$ cat src/rtl/delay_scheduler.sv
// Round-robin front end that time-shares one fixed-latency external delay datapath
// among N_REQ requesters, tagging each transfer so its response returns to its origin.
module delay_scheduler #(
  parameter int N_REQ = 4,
  parameter int WIDTH = 8,
  parameter int DELAY = 2
) (
  input  logic                   i_clk,
  input  logic                   i_rst,
  input  logic [N_REQ-1:0]       i_req_valid,
  input  logic [N_REQ*WIDTH-1:0] i_req_data,
  output logic [N_REQ-1:0]       o_req_ready,
  input  logic                   i_flush,
  output logic [WIDTH-1:0]       o_dly_d,
  input  logic [WIDTH-1:0]       i_dly_q,
  output logic [N_REQ-1:0]       o_rsp_valid,
  output logic [WIDTH-1:0]       o_rsp_data,
  output logic                   o_busy
);

  localparam int IDX_W = $clog2(N_REQ);
  localparam int CNT_W = $clog2(DELAY + 1) + 1;

  typedef enum logic [1:0] {IDLE, RUN, DRAIN} state_t;

  state_t           state, state_next;
  logic [IDX_W-1:0] ptr;
  logic [IDX_W-1:0] grant_idx;
  logic             grant;
  logic [DELAY-1:0] tag_vld;
  logic [IDX_W-1:0] tag_idx [DELAY];
  logic [CNT_W-1:0] count;
  logic             rsp_fire;

  // Grant search starts one above the last winner; reset and a same-cycle flush both suppress it.
  always_comb begin : arb
    int               cand;
    logic [IDX_W-1:0] cand_idx;
    grant       = 1'b0;
    grant_idx   = '0;
    cand        = 0;
    cand_idx    = '0;
    o_req_ready = '0;
    o_dly_d     = '0;
    if (!i_rst && state != DRAIN && !i_flush) begin
      for (int k = 1; k <= N_REQ; k++) begin
        cand     = (int'(ptr) + k) % N_REQ;
        cand_idx = IDX_W'(cand);
        if (!grant && i_req_valid[cand_idx]) begin
          grant     = 1'b1;
          grant_idx = cand_idx;
        end
      end
    end
    if (grant) begin
      o_req_ready[grant_idx] = 1'b1;
      o_dly_d                = i_req_data[grant_idx*WIDTH +: WIDTH];
    end
  end

  assign rsp_fire   = tag_vld[DELAY-1];
  assign o_rsp_data = i_dly_q;
  assign o_busy     = (count != '0);

  always_comb begin
    o_rsp_valid = '0;
    if (rsp_fire) o_rsp_valid[tag_idx[DELAY-1]] = 1'b1;
  end

  always_ff @(posedge i_clk or posedge i_rst) begin
    if (i_rst) begin
      tag_vld <= '0;
      for (int i = 0; i < DELAY; i++) tag_idx[i] <= '0;
    end else begin
      tag_vld[0] <= grant;
      tag_idx[0] <= grant_idx;
      for (int i = 1; i < DELAY; i++) begin
        tag_vld[i] <= tag_vld[i-1];
        tag_idx[i] <= tag_idx[i-1];
      end
    end
  end

  // A grant and a response in the same cycle cancel, so the count holds.
  always_ff @(posedge i_clk or posedge i_rst) begin
    if (i_rst) begin
      count <= '0;
      ptr   <= IDX_W'(N_REQ - 1);
      state <= IDLE;
    end else begin
      state <= state_next;
      if (grant) ptr <= grant_idx;
      case ({grant, rsp_fire})
        2'b10:   count <= count + CNT_W'(1);
        2'b01:   count <= count - CNT_W'(1);
        default: count <= count;
      endcase
    end
  end

  always_comb begin
    state_next = state;
    case (state)
      IDLE: begin
        if (i_flush) state_next = DRAIN;
        else if (|i_req_valid) state_next = RUN;
      end
      RUN: begin
        if (i_flush) state_next = DRAIN;
        else if (!(|i_req_valid) && count == '0) state_next = IDLE;
      end
      DRAIN: begin
        if (!i_flush && count == '0) state_next = IDLE;
      end
      default: state_next = IDLE;
    endcase
  end

endmodule

$ cat config.mk
export PLATFORM = sky130hd
export DESIGN_NAME = delay_scheduler
export DESIGN_NICKNAME = d
export VERILOG_FILES = /design/src/rtl/delay_scheduler.sv
export SDC_FILE = /design/constraint.sdc
export NUM_CORES = 1
export LEC_CHECK = 0
export ABC_AREA = 1
export CAP_MARGIN = 25
export CORE_ASPECT_RATIO = 1.25
export CORE_UTILIZATION = 58
export DETAILED_ROUTE_END_ITERATION = 8
export DONT_BUFFER_PORTS = 1
export HOLD_SLACK_MARGIN = 0.08
export PLACE_DENSITY = 0.72
export RECOVER_POWER = 100
export SLEW_MARGIN = 15
export SYNTH_ARGS = -nofsm -noshare
export SYNTH_HDL_FRONTEND = slang
export SYNTH_SLANG_ARGS = --single-unit
$ cat constraint.sdc
create_clock -name i_clk -period 2.6 [get_ports i_clk]
set_input_delay 0.52 -clock i_clk [delete_from_list [all_inputs] [get_ports i_clk]]
set_output_delay 0.52 -clock i_clk [all_outputs]
set_load 0.005 [all_outputs]
==> run summary <==
Implementation progress

The fraction of final cell area spent on clock buffers and inverters in this run is 1.71%. The number of buffers and inverters on the critical path stands at 3. The number of distinct library cells after synthesis stands at 30. The AND-OR/OR-AND share of the synthesized area stands at 8.44%.

Per the layout area report, the sequential fraction of cell area is 21.4%. The DRC violations left stands at 2. During synthesis, Yosys emitted a total of 0 warnings. The combinational group share of total power stands at 73.8%. Per the run summary, max-cap violations total 0.

Sorting the synthesized cells by area gives the leading types as dfrtp_1 (22%), nand2_1 (17%), inv_1 (11%), nand3_1 (7.1%), buf_4 (5.4%). The analysis attributes to cell leakage a power of 0.815 nW. The layout report lists the multi-input gate area as 828 µm². The met3 track demand over resource stands at 3.69%. The timing report shows the most common cell along the critical path to be nand2_2.

The fraction of final layout cells with drive strength greater than 1 stands at 29.3%. The report puts the hold buffer count at CTS at 0. Per the detail_route log, met2 wirelength is 1810 µm. The area share of buffers outside the clock network stands at 10.9%. The run finished, with violations left. The met1 layer wirelength in the final routing stands at 1230 µm. The met2 global-route usage stands at 49.8%. In the final layout, the registers with the most flip-flops are tag_idx (4), count (3). The maximum clock rate stands at 371 MHz. The mean area per synthesized cell stands at 6.43 µm².

The worst path setup slack after routing stands at -0.0954 ns. The final report gives the standard cell area, fillers excluded, as 0.00153 mm². The cell area reported after detailed placement stands at 0.00121 mm². The largest total area in the synthesized netlist belongs to dfrtp_1.

The antenna diode instance count stands at 0. Multiplexer cells account for 0.894% of the synthesized area. Power attributed to combinational cells is 0.00138 W. The worst setup path is captured at a primary output. The number of flip-flops under the largest register name stands at 4. Dividing total power by cell area gives a power density of 1220 mW/mm². The largest single stage delay on the critical path is 0.60 ns. The slew check shows that the tightest pin keeps a relative margin of 52.9%. By instance count after routing, the leading logic cell types are nand2_1 (41), inv_1 (38), nand3_1 (16), nand2_2 (15), buf_4 (13). Yosys reports that the most numerous cell types are nand2_1 (57), inv_1 (38), nand3_1 (18). At the worst endpoint, the arrival time is 2.18 ns. Per the CTS log, the maximum H-tree level is 1. The per-cell routed wire length stands at 15.1 µm. The worst register-to-register path ends at count[2]. The net switching power stands at 0.000961 W. The cell sitting at the root of the clock tree is a clkbuf_4.

Per the synthesis report, the XOR/XNOR share of the synthesized area is 1.39%. The initial antenna violation count is 0. Including well taps, the total number of placed cells is 207. The final-layout worst hold slack stands at 0.336 ns. Counting flops per register, the top entry is tag_idx. The buffer count excluding the clock tree in the final layout stands at 19. The critical path runs through a total of 11 cells. The final layout report lists a non-clock inverter count of 41. The total global-route track usage stands at 24.8%.

The worst register-to-register path depth is 9. The fraction of standard cell area in multi-input logic stands at 54.0%. The final reports fail on DRC, setup timing.

TritonCTS built the clock tree. Post-CTS repair ended up resizing 9 cells. Global routing consumed, on the met1 layer, 24.9% of the routing resources. The global-route wire length before repair stands at 4300 µm. For this run, the leading register cell type out of synthesis is dfrtp_1.

The highest supply drop recorded on VDD is 838 µV. The number of global-route vias before repair was 1103. Setup repair after global routing could not meet its margin everywhere. The via density per instance stands at 5.88. The residual overflow from global routing stands at 0. The final clock period utilization by the worst path stands at 104%. The routed length on met3 stands at 287 µm. The number of setup violations in the final report stands at 9. Once detail routing completed, the nets flagged for antenna violations numbered 0. The power report attributes to the sequential group a share of 19.3%. The top-level port count stands at 72. The area of the chip stands at 0.00236 mm². According to the timing report, the critical path is captured at o_dly_d[2]. The transition time of the tightest slew-check pin stands at 0.707 ns.
pins.png
Pins as bars across the die edge, other pins in grey.
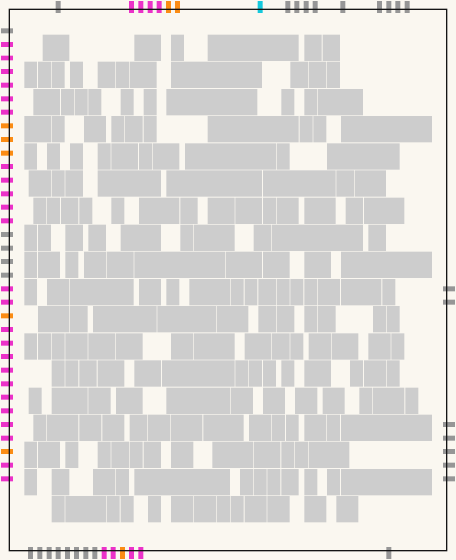
colour	port	pins	direction	edge
cyan	i_rst	1	input	north
magenta	i_req_data	32	input	24 west, 4 south, 4 north
orange	o_dly_d	8	output	5 west, 2 north, 1 south
chip width: 43.7 µm
Buffers on Ports: 0
die boundary height: 54.1 µm

final_placement.png
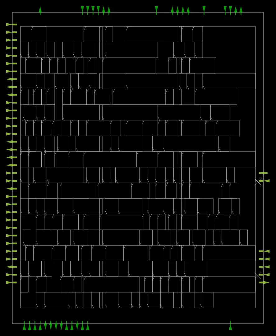
tally of filler cells in the layout: 143
Util after Layout: 76.5%
tap cells: 20

met3.png
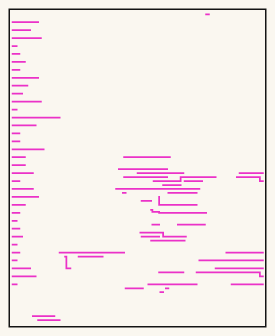
longest straight run	14.3 µm
nets with wire on the layer	62
main direction	horizontal
share of all routed wire	8.4%
number of vias after detailed routing: 1341
wirelength, routed: 3440 µm

clock_map.png
The bar under the picture is 10 µm long.
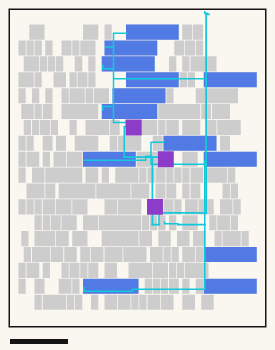
[cyan] clock wires | length: 199 µm
[purple] cells driving clock nets | count: 3
[blue] flip-flops | count: 13
routed clock nets	4
latest clock arrival within the worst-skew pair: 0.28 ns
fraction of power consumed by the clock network: 6.9%
power dissipated in the clock network: 0.000128 W
Worst Clk Skew: 0.0154 ns

density.png
9 x 11 tiles, from white (low) to dark blue (high), 0 to 100% covered.
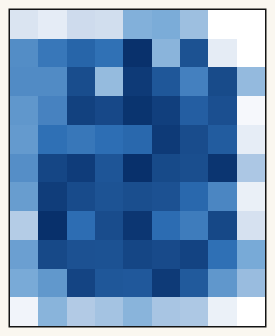
emptiest ninth of the die	north-east
tiles over 75% full	48%
mean over tiles	64%
densest ninth of the die	centre
nearly empty tiles	4.0%
fullest tile	100%
core utilization at floorplan: 62.9%
core area: 0.00200 mm²

Power and IR drop assume default switching activity.
